--- src/rtl/flash_timer.sv ---
//==============================================================================
// Module      : flash_timer
// Description : Timing responder for the NOR flash bridge. It accepts a
//               four-phase ft_start/ft_done handshake and counts the flash
//               read access time or the write pulse plus recovery time at
//               50 MHz. It then holds ft_done until the request is withdrawn.
//               Optional macro FLASH_STS_WAIT_EN adds a ready poll of NF_STS,
//               with a timeout, after the write recovery phase.
// Revision    : 1.0 - initial release
//==============================================================================
`timescale 1ns/1ps
`default_nettype none

module flash_timer #(
    parameter int READ_CYCLES    = 6,
    parameter int WRITE_CYCLES   = 4,
    parameter int RECOVER_CYCLES = 2,
    parameter int STS_TIMEOUT    = 50000,
    parameter int CNT_W          = 16
) (
    input  logic CLK_50MHZ,
    input  logic RST,
    input  logic ft_start,
    input  logic direction_rw,
    input  logic NF_STS,
    output logic ft_done,
    output logic ft_timeout,
    output logic ft_busy
);

    // A zero cycle count would make the down-counter wrap, so it is clamped to one.
    localparam int READ_EFF    = (READ_CYCLES    < 1) ? 1 : READ_CYCLES;
    localparam int WRITE_EFF   = (WRITE_CYCLES   < 1) ? 1 : WRITE_CYCLES;
    localparam int RECOVER_EFF = (RECOVER_CYCLES < 1) ? 1 : RECOVER_CYCLES;
    localparam int TIMEOUT_EFF = (STS_TIMEOUT    < 1) ? 1 : STS_TIMEOUT;

    // The counter runs from N-1 down to 0, so each phase lasts N cycles.
    localparam logic [CNT_W-1:0] READ_LOAD    = CNT_W'(READ_EFF - 1);
    localparam logic [CNT_W-1:0] WRITE_LOAD   = CNT_W'(WRITE_EFF - 1);
    localparam logic [CNT_W-1:0] RECOVER_LOAD = CNT_W'(RECOVER_EFF - 1);
    localparam logic [CNT_W-1:0] TIMEOUT_LOAD = CNT_W'(TIMEOUT_EFF - 1);

    typedef enum logic [2:0] {
        IDLE     = 3'd0,
        ACCESS   = 3'd1,
        RECOVER  = 3'd2,
        STS_WAIT = 3'd3,
        DONE     = 3'd4
    } state_t;

    state_t           state;
    state_t           state_nxt;
    logic [CNT_W-1:0] cnt;
    logic [CNT_W-1:0] cnt_nxt;
    logic             is_read;
    logic             is_read_nxt;
    logic             done_nxt;
    logic             busy_nxt;

`ifdef FLASH_STS_WAIT_EN
    logic sts_meta;
    logic sts_sync;
    logic timeout_q;
    logic timeout_nxt;

    // Two-flop synchronizer for the asynchronous flash status pin.
    always_ff @(posedge CLK_50MHZ or posedge RST) begin
        if (RST) begin
            sts_meta <= 1'b0;
            sts_sync <= 1'b0;
        end else begin
            sts_meta <= NF_STS;
            sts_sync <= sts_meta;
        end
    end

    assign ft_timeout = timeout_q;
`else
    // Without the ready poll, the status pin and the timeout value have no function.
    logic unused_cfg;
    assign unused_cfg = NF_STS ^ (|TIMEOUT_LOAD);
    assign ft_timeout = 1'b0;
`endif

    // State register and registered outputs.
    always_ff @(posedge CLK_50MHZ or posedge RST) begin
        if (RST) begin
            state     <= IDLE;
            cnt       <= '0;
            is_read   <= 1'b0;
            ft_done   <= 1'b0;
            ft_busy   <= 1'b0;
`ifdef FLASH_STS_WAIT_EN
            timeout_q <= 1'b0;
`endif
        end else begin
            state     <= state_nxt;
            cnt       <= cnt_nxt;
            is_read   <= is_read_nxt;
            ft_done   <= done_nxt;
            ft_busy   <= busy_nxt;
`ifdef FLASH_STS_WAIT_EN
            timeout_q <= timeout_nxt;
`endif
        end
    end

    // Next-state logic. Withdrawing ft_start before DONE aborts the access.
    always_comb begin
        state_nxt   = state;
        cnt_nxt     = cnt;
        is_read_nxt = is_read;
        done_nxt    = ft_done;
`ifdef FLASH_STS_WAIT_EN
        timeout_nxt = timeout_q;
`endif
        case (state)
            IDLE: begin
                if (ft_start) begin
                    is_read_nxt = direction_rw;
                    cnt_nxt     = direction_rw ? READ_LOAD : WRITE_LOAD;
                    state_nxt   = ACCESS;
`ifdef FLASH_STS_WAIT_EN
                    timeout_nxt = 1'b0;
`endif
                end
            end
            ACCESS: begin
                if (!ft_start) begin
                    state_nxt = IDLE;
                end else if (cnt != '0) begin
                    cnt_nxt = cnt - CNT_W'(1);
                end else if (is_read) begin
                    state_nxt = DONE;
                    done_nxt  = 1'b1;
                end else begin
                    cnt_nxt   = RECOVER_LOAD;
                    state_nxt = RECOVER;
                end
            end
            RECOVER: begin
                if (!ft_start) begin
                    state_nxt = IDLE;
                end else if (cnt != '0) begin
                    cnt_nxt = cnt - CNT_W'(1);
                end else begin
`ifdef FLASH_STS_WAIT_EN
                    cnt_nxt   = TIMEOUT_LOAD;
                    state_nxt = STS_WAIT;
`else
                    state_nxt = DONE;
                    done_nxt  = 1'b1;
`endif
                end
            end
            STS_WAIT: begin
`ifdef FLASH_STS_WAIT_EN
                // A ready indication on the final cycle takes priority over a timeout.
                if (!ft_start) begin
                    state_nxt = IDLE;
                end else if (sts_sync) begin
                    state_nxt = DONE;
                    done_nxt  = 1'b1;
                end else if (cnt == '0) begin
                    state_nxt   = DONE;
                    done_nxt    = 1'b1;
                    timeout_nxt = 1'b1;
                end else begin
                    cnt_nxt = cnt - CNT_W'(1);
                end
`else
                state_nxt = IDLE;
`endif
            end
            DONE: begin
                if (!ft_start) begin
                    done_nxt  = 1'b0;
                    state_nxt = IDLE;
                end
            end
            default: begin
                state_nxt = IDLE;
                done_nxt  = 1'b0;
            end
        endcase
        busy_nxt = (state_nxt != IDLE);
    end

endmodule

`default_nettype wire

--- config.mk ---
export PLATFORM = sky130hd
export DESIGN_NAME = flash_timer
export DESIGN_NICKNAME = d
export VERILOG_FILES = /design/src/rtl/flash_timer.sv
export SDC_FILE = /design/constraint.sdc
export NUM_CORES = 1
export LEC_CHECK = 0
export CAP_MARGIN = 20
export CORE_MARGIN = 3
export CORE_UTILIZATION = 50
export DETAILED_ROUTE_END_ITERATION = 8
export GPL_TIMING_DRIVEN = 1
export HOLD_SLACK_MARGIN = 0.12
export PLACE_DENSITY = 0.69
export SLEW_MARGIN = 20
export SYNTH_ARGS = -nofsm -noshare
export SYNTH_HDL_FRONTEND = slang
export SYNTH_SLANG_ARGS = --single-unit
--- constraint.sdc ---
create_clock -name CLK_50MHZ -period 3 [get_ports CLK_50MHZ]
set_clock_uncertainty 0.2 [all_clocks]
set_input_delay 0.75 -clock CLK_50MHZ [delete_from_list [all_inputs] [get_ports CLK_50MHZ]]
set_output_delay 0.75 -clock CLK_50MHZ [all_outputs]
set_load 0.02 [all_outputs]
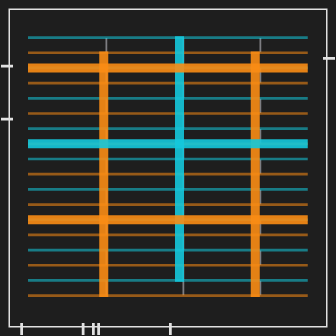
(images/floorplan.png)
Pins as bars on the die edge. Tap cells in gray.
orange -> VSS
cyan -> VDD
met1 rails = 18
met5 straps = 3
rows = 17
met4 straps = 3
signal pins = 8

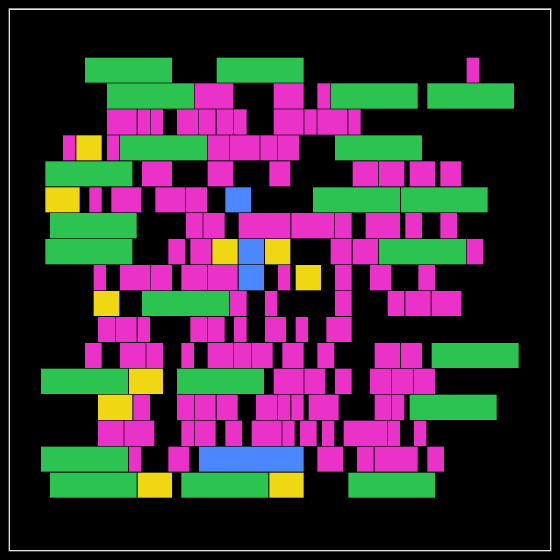
(images/class_map.png)
blue -> clock drivers and dummy loads  # cells 4
yellow -> remaining buffers and delay cells  # cells 10
green -> registers  # cells 22
magenta -> remaining logic cells  # cells 114
sequential share of cell area: 38.6%
final core utilization: 61.6%
Non-Filler Cell Area, Final: 0.00143 mm2

==> flow_summary.rst <==
Implementation results
======================

.. list-table::
   :header-rows: 1

   * - Metric
     - Value
   * - Outcome
     - finished clean
   * - Registers with the highest flip-flop counts
     - cnt x16, state x3
   * - Post-Layout Cell Count
     - 178
   * - Post-synthesis to final-layout area growth
     - 11.4%
   * - Slew Limit Fails
     - 0
   * - Endpoint of the worst setup timing path
     - cnt[6]$_DFFE_PP0P_
   * - Overall chip area
     - 0.00321 mm2
   * - Met1 track utilization from global routing
     - 28.7%
   * - Dominant kind of cell
     - logic gates
   * - Placement Setup Slack
     - 322 ps
   * - Share of the synthesized netlist area taken by xor and xnor gates
     - 5.47%
   * - Endpoint class of the critical path
     - flip-flop
   * - Startpoint of the tightest hold check path
     - cnt[15]$_DFFE_PP0P_
   * - Adder-cell share of the synthesized area
     - 1.95%
   * - N_taps
     - 28
   * - Biggest area contributors in the synthesized netlist
     - sky130_fd_sc_hd__dfrtp_1 (43%), sky130_fd_sc_hd__a21oi_1 (5.9%), sky130_fd_sc_hd__xnor2_1 (5.5%)
   * - Antenna violations before repair
     - 0
   * - Setup_tns
     - 0 ps
   * - Worst slew margin relative to its limit
     - 62.5%
   * - Worst-Margin Slew
     - 548 ps
   * - Cell accounting for the most synthesized area
     - sky130_fd_sc_hd__dfrtp_1
   * - Portion of total power attributed to sequential cells
     - 40.0%
   * - Met2 track demand over resource
     - 27.2%
   * - Signal arrival time at the worst endpoint
     - 2600 ps
   * - Dpl hpwl
     - 1.90 mm
   * - Static leakage
     - 0.610 nW
   * - Uppermost metal layer occupied by signal nets
     - met4
   * - Minimum period implied by the final worst setup slack
     - 2560 ps
   * - Cell with the most instances after synthesis
     - sky130_fd_sc_hd__dfrtp_1
   * - Terminus of the critical flop-to-flop path
     - cnt[6]$_DFFE_PP0P_
   * - Boundary pin count
     - 8
   * - Pwr dens
     - 877 mW/mm2
   * - Average wire length per cell after detail routing
     - 14.9 um
   * - Chip area in the Yosys report
     - 0.00128 mm2
   * - Comb/total area
     - 47.9%
   * - Mean post-synth cell area
     - 9.02 um2
   * - CTS Buffer Depth
     - 2
   * - Register share after synthesis
     - 43.0%
   * - MUX area fraction
     - 0%
   * - CTS Sinks
     - 22
   * - OpenROAD warnings
     - 28
   * - Critical Path, Cell by Cell
     - inv_1, ha_1, or4b_2, nor4_2, buf_4, a21o_1, o21ai_0, a21oi_1
   * - Synth top cells by count
     - sky130_fd_sc_hd__dfrtp_1 (22), sky130_fd_sc_hd__a21oi_1 (15), sky130_fd_sc_hd__nor2_1 (12)
   * - Routed wire length
     - 2.65 mm
   * - Total of warnings raised by yosys
     - 0
   * - Antenna Cells
     - 0
   * - Clock input transition at the sequential cells of the worst setup and hold paths
     - 130 ps
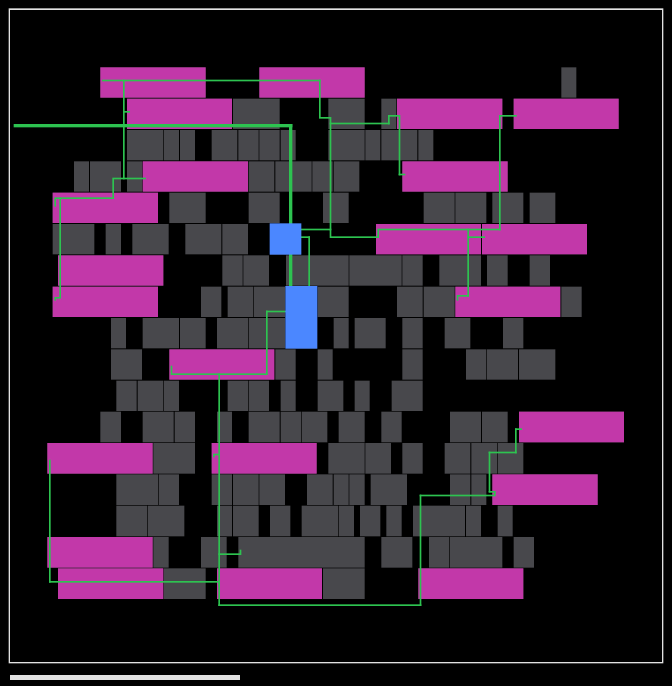
(images/clock_wires.png)
Scale bar: 20 um.
green -> clock wires  # length 276 um
blue -> clock-net drivers  # count 3
magenta -> flip-flops  # count 22
routed clock nets = 4
flops lie = widely spread
clock power share: 18.2%
power in the clock group: 0.000228 W
Clock Latency Late Sink: 300 ps

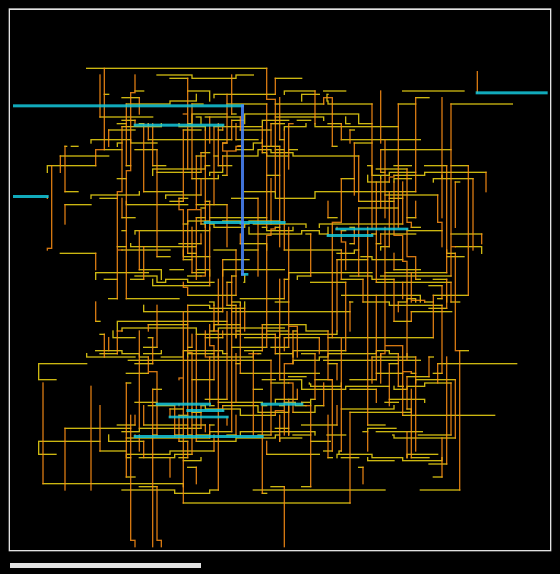
(images/layers.png)
Scale bar: 20 um.
orange -> M2  # wire length 1260 um
blue -> M4  # wire length 17.7 um
cyan -> M3  # wire length 96.9 um
yellow -> M1  # wire length 1280 um

Power figures rest on the tool's default switching activity, not on a simulated workload.
